congestion_map.png
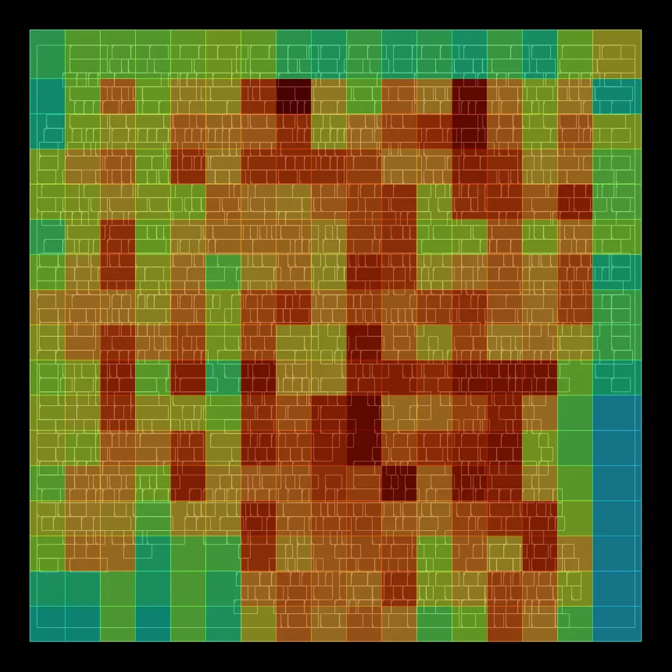
sizing.png
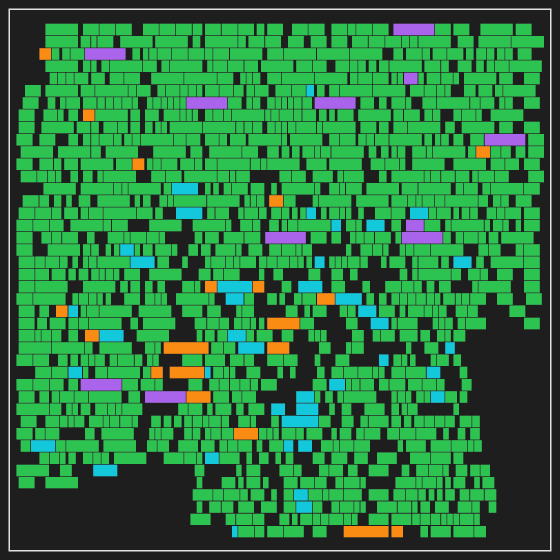
util_map.png
The bar under the picture is 20 um long. The die is cut into 12 by 12 equal tiles; dark blue is low, red is high, 0 to 100% covered.
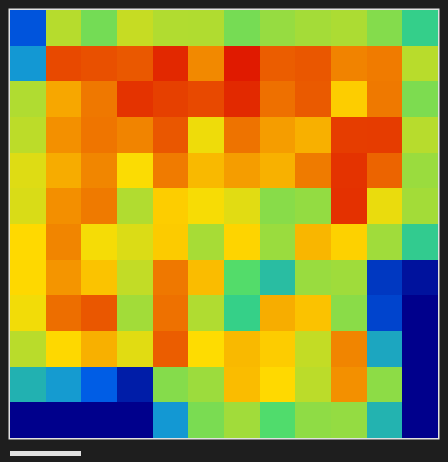
route_heat.png
The bar under the picture is 20 um long. The die is cut into 24 by 24 equal tiles; dark blue is low, red is high, scaled to the fullest tile. Values are wire area over tile area, all layers added.
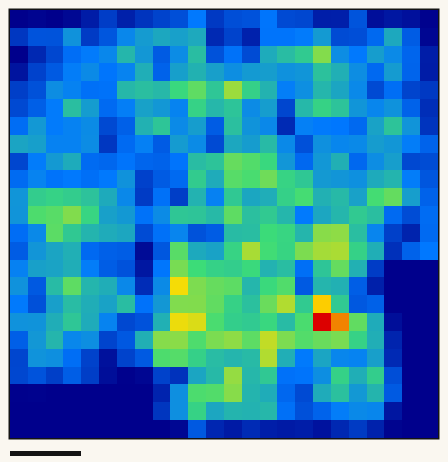
class_map.png
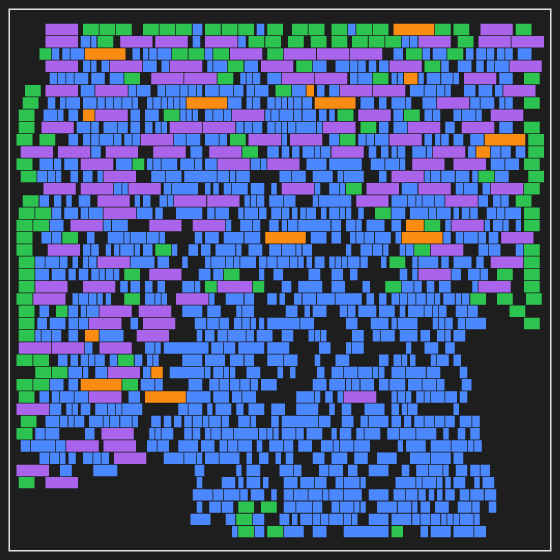
==> src/rtl/noc_arb_pkg.sv <==
// Shared definitions for the mesh-router output-port arbiter: port indices,
// FSM encoding and the rotating-priority pick used by the arbiter and VC allocator.
package noc_arb_pkg;

    localparam int NUM_PORTS = 5;
    localparam int IDX_W     = 3;

    localparam int P_N = 0;
    localparam int P_S = 1;
    localparam int P_E = 2;
    localparam int P_W = 3;
    localparam int P_L = 4;

    localparam int TAIL_BIT = 46;

    typedef enum logic {
        ST_IDLE   = 1'b0,
        ST_LOCKED = 1'b1
    } arb_state_e;

    // One-hot pick of the first set request at ptr, ptr+1, ... (mod NUM_PORTS).
    function automatic logic [NUM_PORTS-1:0] rr_onehot(input logic [NUM_PORTS-1:0] req,
                                                       input logic [IDX_W-1:0]     ptr);
        logic [NUM_PORTS-1:0] pick;
        int                   idx;
        pick = '0;
        for (int i = NUM_PORTS - 1; i >= 0; i--) begin
            idx = (int'(ptr) + i) % NUM_PORTS;
            if (req[idx]) begin
                pick      = '0;
                pick[idx] = 1'b1;
            end
        end
        return pick;
    endfunction

    function automatic logic [IDX_W-1:0] next_idx(input logic [IDX_W-1:0] idx);
        return (int'(idx) == NUM_PORTS - 1) ? '0 : idx + IDX_W'(1);
    endfunction

    function automatic logic [31:0] sat_add(input logic [31:0] a, input logic [31:0] b);
        logic [32:0] sum;
        sum = {1'b0, a} + {1'b0, b};
        return sum[32] ? 32'hFFFF_FFFF : sum[31:0];
    endfunction

endpackage

==> src/rtl/noc_rr_pick.sv <==
// Combinational rotating-priority encoder: one-hot winner and its index,
// searching from rr_ptr upward with wrap. Index is 0 when nothing requests.
module noc_rr_pick
    import noc_arb_pkg::*;
(
    input  logic [NUM_PORTS-1:0] req,
    input  logic [IDX_W-1:0]     rr_ptr,
    output logic [NUM_PORTS-1:0] pick_oh,
    output logic [IDX_W-1:0]     pick_idx
);

    always_comb begin
        // NOTE: every output gets a default before any conditional write, so no latch is inferred.
        pick_oh  = rr_onehot(req, rr_ptr);
        pick_idx = '0;
        for (int i = 0; i < NUM_PORTS; i++) begin
            if (pick_oh[i]) pick_idx = IDX_W'(i);
        end
    end

endmodule

==> src/rtl/noc_port_arbiter.sv <==
// Per-output-port wormhole arbiter with round-robin fairness and credit gating.
// Optional starvation guard enabled by defining NOC_ARB_STARVE_GUARD_EN.
module noc_port_arbiter
    import noc_arb_pkg::*;
#(
    parameter int NUM_REQ = NUM_PORTS,
    parameter int CREDITS = 4,
    parameter int CRED_W  = 3
`ifdef NOC_ARB_STARVE_GUARD_EN
   ,parameter int STARVE_LIMIT = 16
`endif
) (
    input  logic               clk,
    input  logic               reset,
    input  logic [NUM_REQ-1:0] req,
    input  logic [NUM_REQ-1:0] req_last,
    input  logic               credit_in,
    output logic [NUM_REQ-1:0] grant,
    output logic               fire,
    output logic [IDX_W-1:0]   grant_idx,
    output logic               locked,
    output logic [CRED_W-1:0]  credit_level,
    output logic [31:0]        stall_arb_count,
    output logic [31:0]        stall_cred_count,
    output logic [31:0]        pkt_count
`ifdef NOC_ARB_STARVE_GUARD_EN
   ,output logic [31:0]        starve_count
`endif
);

    arb_state_e         state_q, state_d;
    logic [IDX_W-1:0]   owner_q, owner_d;
    logic [IDX_W-1:0]   rr_ptr_q, rr_ptr_d;
    logic [CRED_W-1:0]  credit_q, credit_d;
    logic [31:0]        arb_cnt_q, arb_cnt_d;
    logic [31:0]        cred_cnt_q, cred_cnt_d;
    logic [31:0]        pkt_cnt_q, pkt_cnt_d;

    logic [NUM_REQ-1:0] rr_oh, win_oh;
    logic [IDX_W-1:0]   rr_idx, win_idx;
    logic               cred_ok, tail, pkt_done, eligible;

    noc_rr_pick u_rr_pick (
        .req      (req),
        .rr_ptr   (rr_ptr_q),
        .pick_oh  (rr_oh),
        .pick_idx (rr_idx)
    );

`ifdef NOC_ARB_STARVE_GUARD_EN
    logic [4:0]         wait_q [NUM_REQ];
    logic [4:0]         wait_d [NUM_REQ];
    logic [31:0]        starve_cnt_q, starve_cnt_d;
    logic               forced;

    // A long-waiting requester overrides round-robin; the lowest index wins ties.
    always_comb begin
        forced  = 1'b0;
        win_oh  = rr_oh;
        win_idx = rr_idx;
        for (int i = NUM_REQ - 1; i >= 0; i--) begin
            if (req[i] && int'(wait_q[i]) >= STARVE_LIMIT) begin
                forced     = 1'b1;
                win_oh     = '0;
                win_oh[i]  = 1'b1;
                win_idx    = IDX_W'(i);
            end
        end
    end

    always_comb begin
        for (int i = 0; i < NUM_REQ; i++) begin
            wait_d[i] = wait_q[i];
            if (grant[i])                        wait_d[i] = '0;
            else if (req[i] && wait_q[i] != '1)  wait_d[i] = wait_q[i] + 5'd1;
        end
        starve_cnt_d = (forced && fire && state_q == ST_IDLE) ? sat_add(starve_cnt_q, 32'd1)
                                                              : starve_cnt_q;
    end

    always_ff @(posedge clk) begin
        if (reset) begin
            for (int i = 0; i < NUM_REQ; i++) wait_q[i] <= '0;
            starve_cnt_q <= '0;
        end else begin
            for (int i = 0; i < NUM_REQ; i++) wait_q[i] <= wait_d[i];
            starve_cnt_q <= starve_cnt_d;
        end
    end

    assign starve_count = starve_cnt_q;
`else
    always_comb begin
        win_oh  = rr_oh;
        win_idx = rr_idx;
    end
`endif

    assign cred_ok = (credit_q != '0);

    // Output process: grant is combinational from registered state and req.
    always_comb begin
        grant     = '0;
        grant_idx = '0;
        if (cred_ok) begin
            if (state_q == ST_IDLE) begin
                grant     = win_oh;
                grant_idx = (|win_oh) ? win_idx : '0;
            end else begin
                grant[owner_q] = req[owner_q];
                grant_idx      = req[owner_q] ? owner_q : '0;
            end
        end
    end

    assign fire = |(grant & req);
    assign tail = |(grant & req_last);

    // Next-state process: packet lock and round-robin pointer advance.
    always_comb begin
        state_d  = state_q;
        owner_d  = owner_q;
        rr_ptr_d = rr_ptr_q;
        pkt_done = 1'b0;
        case (state_q)
            ST_IDLE: begin
                if (fire) begin
                    if (tail) begin
                        pkt_done = 1'b1;
                        rr_ptr_d = next_idx(win_idx);
                    end else begin
                        state_d = ST_LOCKED;
                        owner_d = win_idx;
                    end
                end
            end
            ST_LOCKED: begin
                if (fire && tail) begin
                    state_d  = ST_IDLE;
                    pkt_done = 1'b1;
                    rr_ptr_d = next_idx(owner_q);
                end
            end
            default: state_d = ST_IDLE;
        endcase
    end

    always_comb begin
        credit_d = credit_q;
        if (fire && !credit_in)
            credit_d = credit_q - CRED_W'(1);
        else if (credit_in && !fire && credit_q != CRED_W'(CREDITS))
            credit_d = credit_q + CRED_W'(1);

        eligible   = (state_q == ST_LOCKED) ? req[owner_q] : |req;
        arb_cnt_d  = cred_ok ? sat_add(arb_cnt_q, 32'($countones(req & ~grant))) : arb_cnt_q;
        cred_cnt_d = (!cred_ok && eligible) ? sat_add(cred_cnt_q, 32'd1) : cred_cnt_q;
        pkt_cnt_d  = pkt_done ? sat_add(pkt_cnt_q, 32'd1) : pkt_cnt_q;
    end

    // State register process.
    always_ff @(posedge clk) begin
        // NOTE: sequential state uses non-blocking assignments so every flop samples pre-edge values.
        if (reset) begin
            state_q    <= ST_IDLE;
            owner_q    <= '0;
            rr_ptr_q   <= '0;
            credit_q   <= CRED_W'(CREDITS);
            arb_cnt_q  <= '0;
            cred_cnt_q <= '0;
            pkt_cnt_q  <= '0;
        end else begin
            state_q    <= state_d;
            owner_q    <= owner_d;
            rr_ptr_q   <= rr_ptr_d;
            credit_q   <= credit_d;
            arb_cnt_q  <= arb_cnt_d;
            cred_cnt_q <= cred_cnt_d;
            pkt_cnt_q  <= pkt_cnt_d;
        end
    end

    assign locked           = (state_q == ST_LOCKED);
    assign credit_level     = credit_q;
    assign stall_arb_count  = arb_cnt_q;
    assign stall_cred_count = cred_cnt_q;
    assign pkt_count        = pkt_cnt_q;

endmodule

==> config.mk <==
export PLATFORM = sky130hd
export DESIGN_NAME = noc_port_arbiter
export DESIGN_NICKNAME = d
export VERILOG_FILES = /design/src/rtl/noc_arb_pkg.sv /design/src/rtl/noc_rr_pick.sv /design/src/rtl/noc_port_arbiter.sv
export SDC_FILE = /design/constraint.sdc
export NUM_CORES = 1
export LEC_CHECK = 0
export CAP_MARGIN = 10
export CORE_MARGIN = 1
export CORE_UTILIZATION = 60
export CTS_BUF_LIST = sky130_fd_sc_hd__clkbuf_4 sky130_fd_sc_hd__clkbuf_8 sky130_fd_sc_hd__clkbuf_16
export CTS_CLUSTER_DIAMETER = 50
export DETAILED_ROUTE_END_ITERATION = 8
export PLACE_DENSITY = 0.94
export REMOVE_ABC_BUFFERS = 1
export SKIP_CTS_REPAIR_TIMING = 1
export SLEW_MARGIN = 5
export SYNTH_ARGS = -nofsm -noshare
export SYNTH_HDL_FRONTEND = slang
export SYNTH_SLANG_ARGS = --single-unit
==> constraint.sdc <==
create_clock -name clk -period 16.4 [get_ports clk]
set_input_delay 1.64 -clock clk [delete_from_list [all_inputs] [get_ports clk]]
set_output_delay 1.64 -clock clk [all_outputs]
set_load 0.01 [all_outputs]
==> reports/metrics.csv <==
metric;value;unit
status;completed;
die_width;120;um
hold-path-endpoint;pkt_count[22]$_SDFFE_PP0P_;
finalSetupTns;0;ps
final.period_utilization;56.2;%
synth_largest_type_area_fraction;25.4;%
power-per-cell-area;193;nW/um2
grt_overflow;0;
ys_top_cells_by_area;dfxtp_1 25%, a21oi_1 5.9%, ha_1 5.4%, xor2_1 4.5%, nand2_1 3.9%;
placed_cell_area;9510;um2
detail_route.iter0.violations;1109;
worst-r2r-setup-slack;7180;ps
cpMostUsedCell;ha_1;
critPathRequiredTime;16680;ps
synth_area;8350;um2
maxCapViolations;0;
drt_pass1_iterations;6;
ys.flops;106;
enable_flop_cells;0;
critical_path.startpoint;rr_ptr_q[1]$_SDFFE_PP0P_;
critical_path.endpoint;stall_arb_count[7]$_SDFFE_PP0P_;
report.final.hold_viol_count;0;
clock-skew-final;7.71;ps
postSynthAreaPerCell;7.84;um2
initial_antenna_violation_count;0;
grt_setup_unrepaired;false;
max_clock_freq;0.108;GHz
filler_cell_count;995;
## Picture notes: congestion_map.png
mean routed wirelength per cell: 18.3 um
post-layout util: 73.0%
global routing usage on met2: 54.3%

## Picture notes: sizing.png
legend:
  cyan:
    size: x2
    cells: 40
    most_used: or2_2
  green:
    size: x1 and smaller
    cells: 1071
    most_used: clkdlybuf4s50_1
  orange:
    size: x3 and x4
    cells: 19
    most_used: buf_4
  purple:
    size: x6 and larger
    cells: 11
    most_used: clkbuf_16
post-route standard cell area excluding fillers: 9790 um2
number of ordinary and repair buffers in the finished layout: 126
relative area change from synthesis to final layout: 17.3%

## Picture notes: util_map.png
tiles over 75% full: 47%
fullest tile: 97%
nearly empty tiles: 5.6%
mean over tiles: 67%
fp_density: 62.3%
core area: 13400 um2

## Picture notes: route_heat.png
nearly empty tiles: 10%
tiles over half the peak: 11%
mean over tiles: 0.28
fullest tile: 0.98
emptiest ninth of the die: bottom left
GRT Resource Usage Total: 33.8%
final wirelength: 24.1 mm
total via count in the routed design: 8801

## Picture notes: class_map.png
legend:
  blue:
    class: remaining logic cells
    cells: 893
  purple:
    class: registers
    cells: 106
  orange:
    class: clock drivers and dummy loads
    cells: 16
  green:
    class: remaining buffers and delay cells
    cells: 126
Seq/total area: 21.7%
number of rows created at floorplan: 42

-- worst reg2reg max path: cells and delay by family (launching register included) --
| family | cells | cell delay [ps] |
|---|---|---|
| adders and majority gates | 8 | 3190 |
| AOI/OAI and AO/OA | 8 | 1690 |
| DFF | 1 | 460 |
| buffers and inverters | 4 | 890 |
| and+or+nand+nor | 10 | 2510 |
| muxes | 1 | 370 |
-- layout make-up --
class,count,area share (%)
clock buffer,10,2.38
clock inverter,6,0.511
inverter,45,1.73
multi-input combinational,848,58.7
sequential,106,21.7
tap,176,2.25
timing repair buffer,126,12.7
-- placed cells by master (no fill, tap or decap), drive strengths merged, types with 24 or more instances in the layout --
cell,count
and3,36
o21ai,31
a211oi,25
clkdlybuf4s50,120
nor2,80
nand2,86
dfxtp,106
xor2,44
nor3,29
ha,36
a31oi,24
a21oi,101
nand3,56
inv,46
-- logic make-up (layout without fill, tap and decap cells) --
| logic type | Yosys count | in the layout | synth area share [%] |
|---|---|---|---|
| AND-OR/OR-AND | 327 | 327 | 28.4 |
| XOR/XNOR | 63 | 63 | 6.84 |
| adder cells (fa/ha/maj) | 40 | 40 | 6.36 |
| buffers and inverters | 110 | 187 | 5.73 |
| flip-flops | 106 | 106 | 25.4 |
| multiplexers | 21 | 21 | 2.86 |
| AND/OR/NAND/NOR | 397 | 397 | 24.4 |
-- power breakdown --
group | switching, uW | total [uW] | internal, uW
clock network | 108 | 215 | 107
registers | 29.2 | 306 | 277
logic | 851 | 1370 | 522
total | 988 | 1890 | 905
-- per-stage QoR --
stage	worst slack [ps]	std cells	hold WS (ps)
final	7180	1317	521
after global routing	6590	1317	553
after CTS	7390	1317	518
after detailed placement	7490	1301	494
after global placement	7830	1301	491
after floorplan	8140	999	500
Power is estimated from default activity; no workload was simulated.
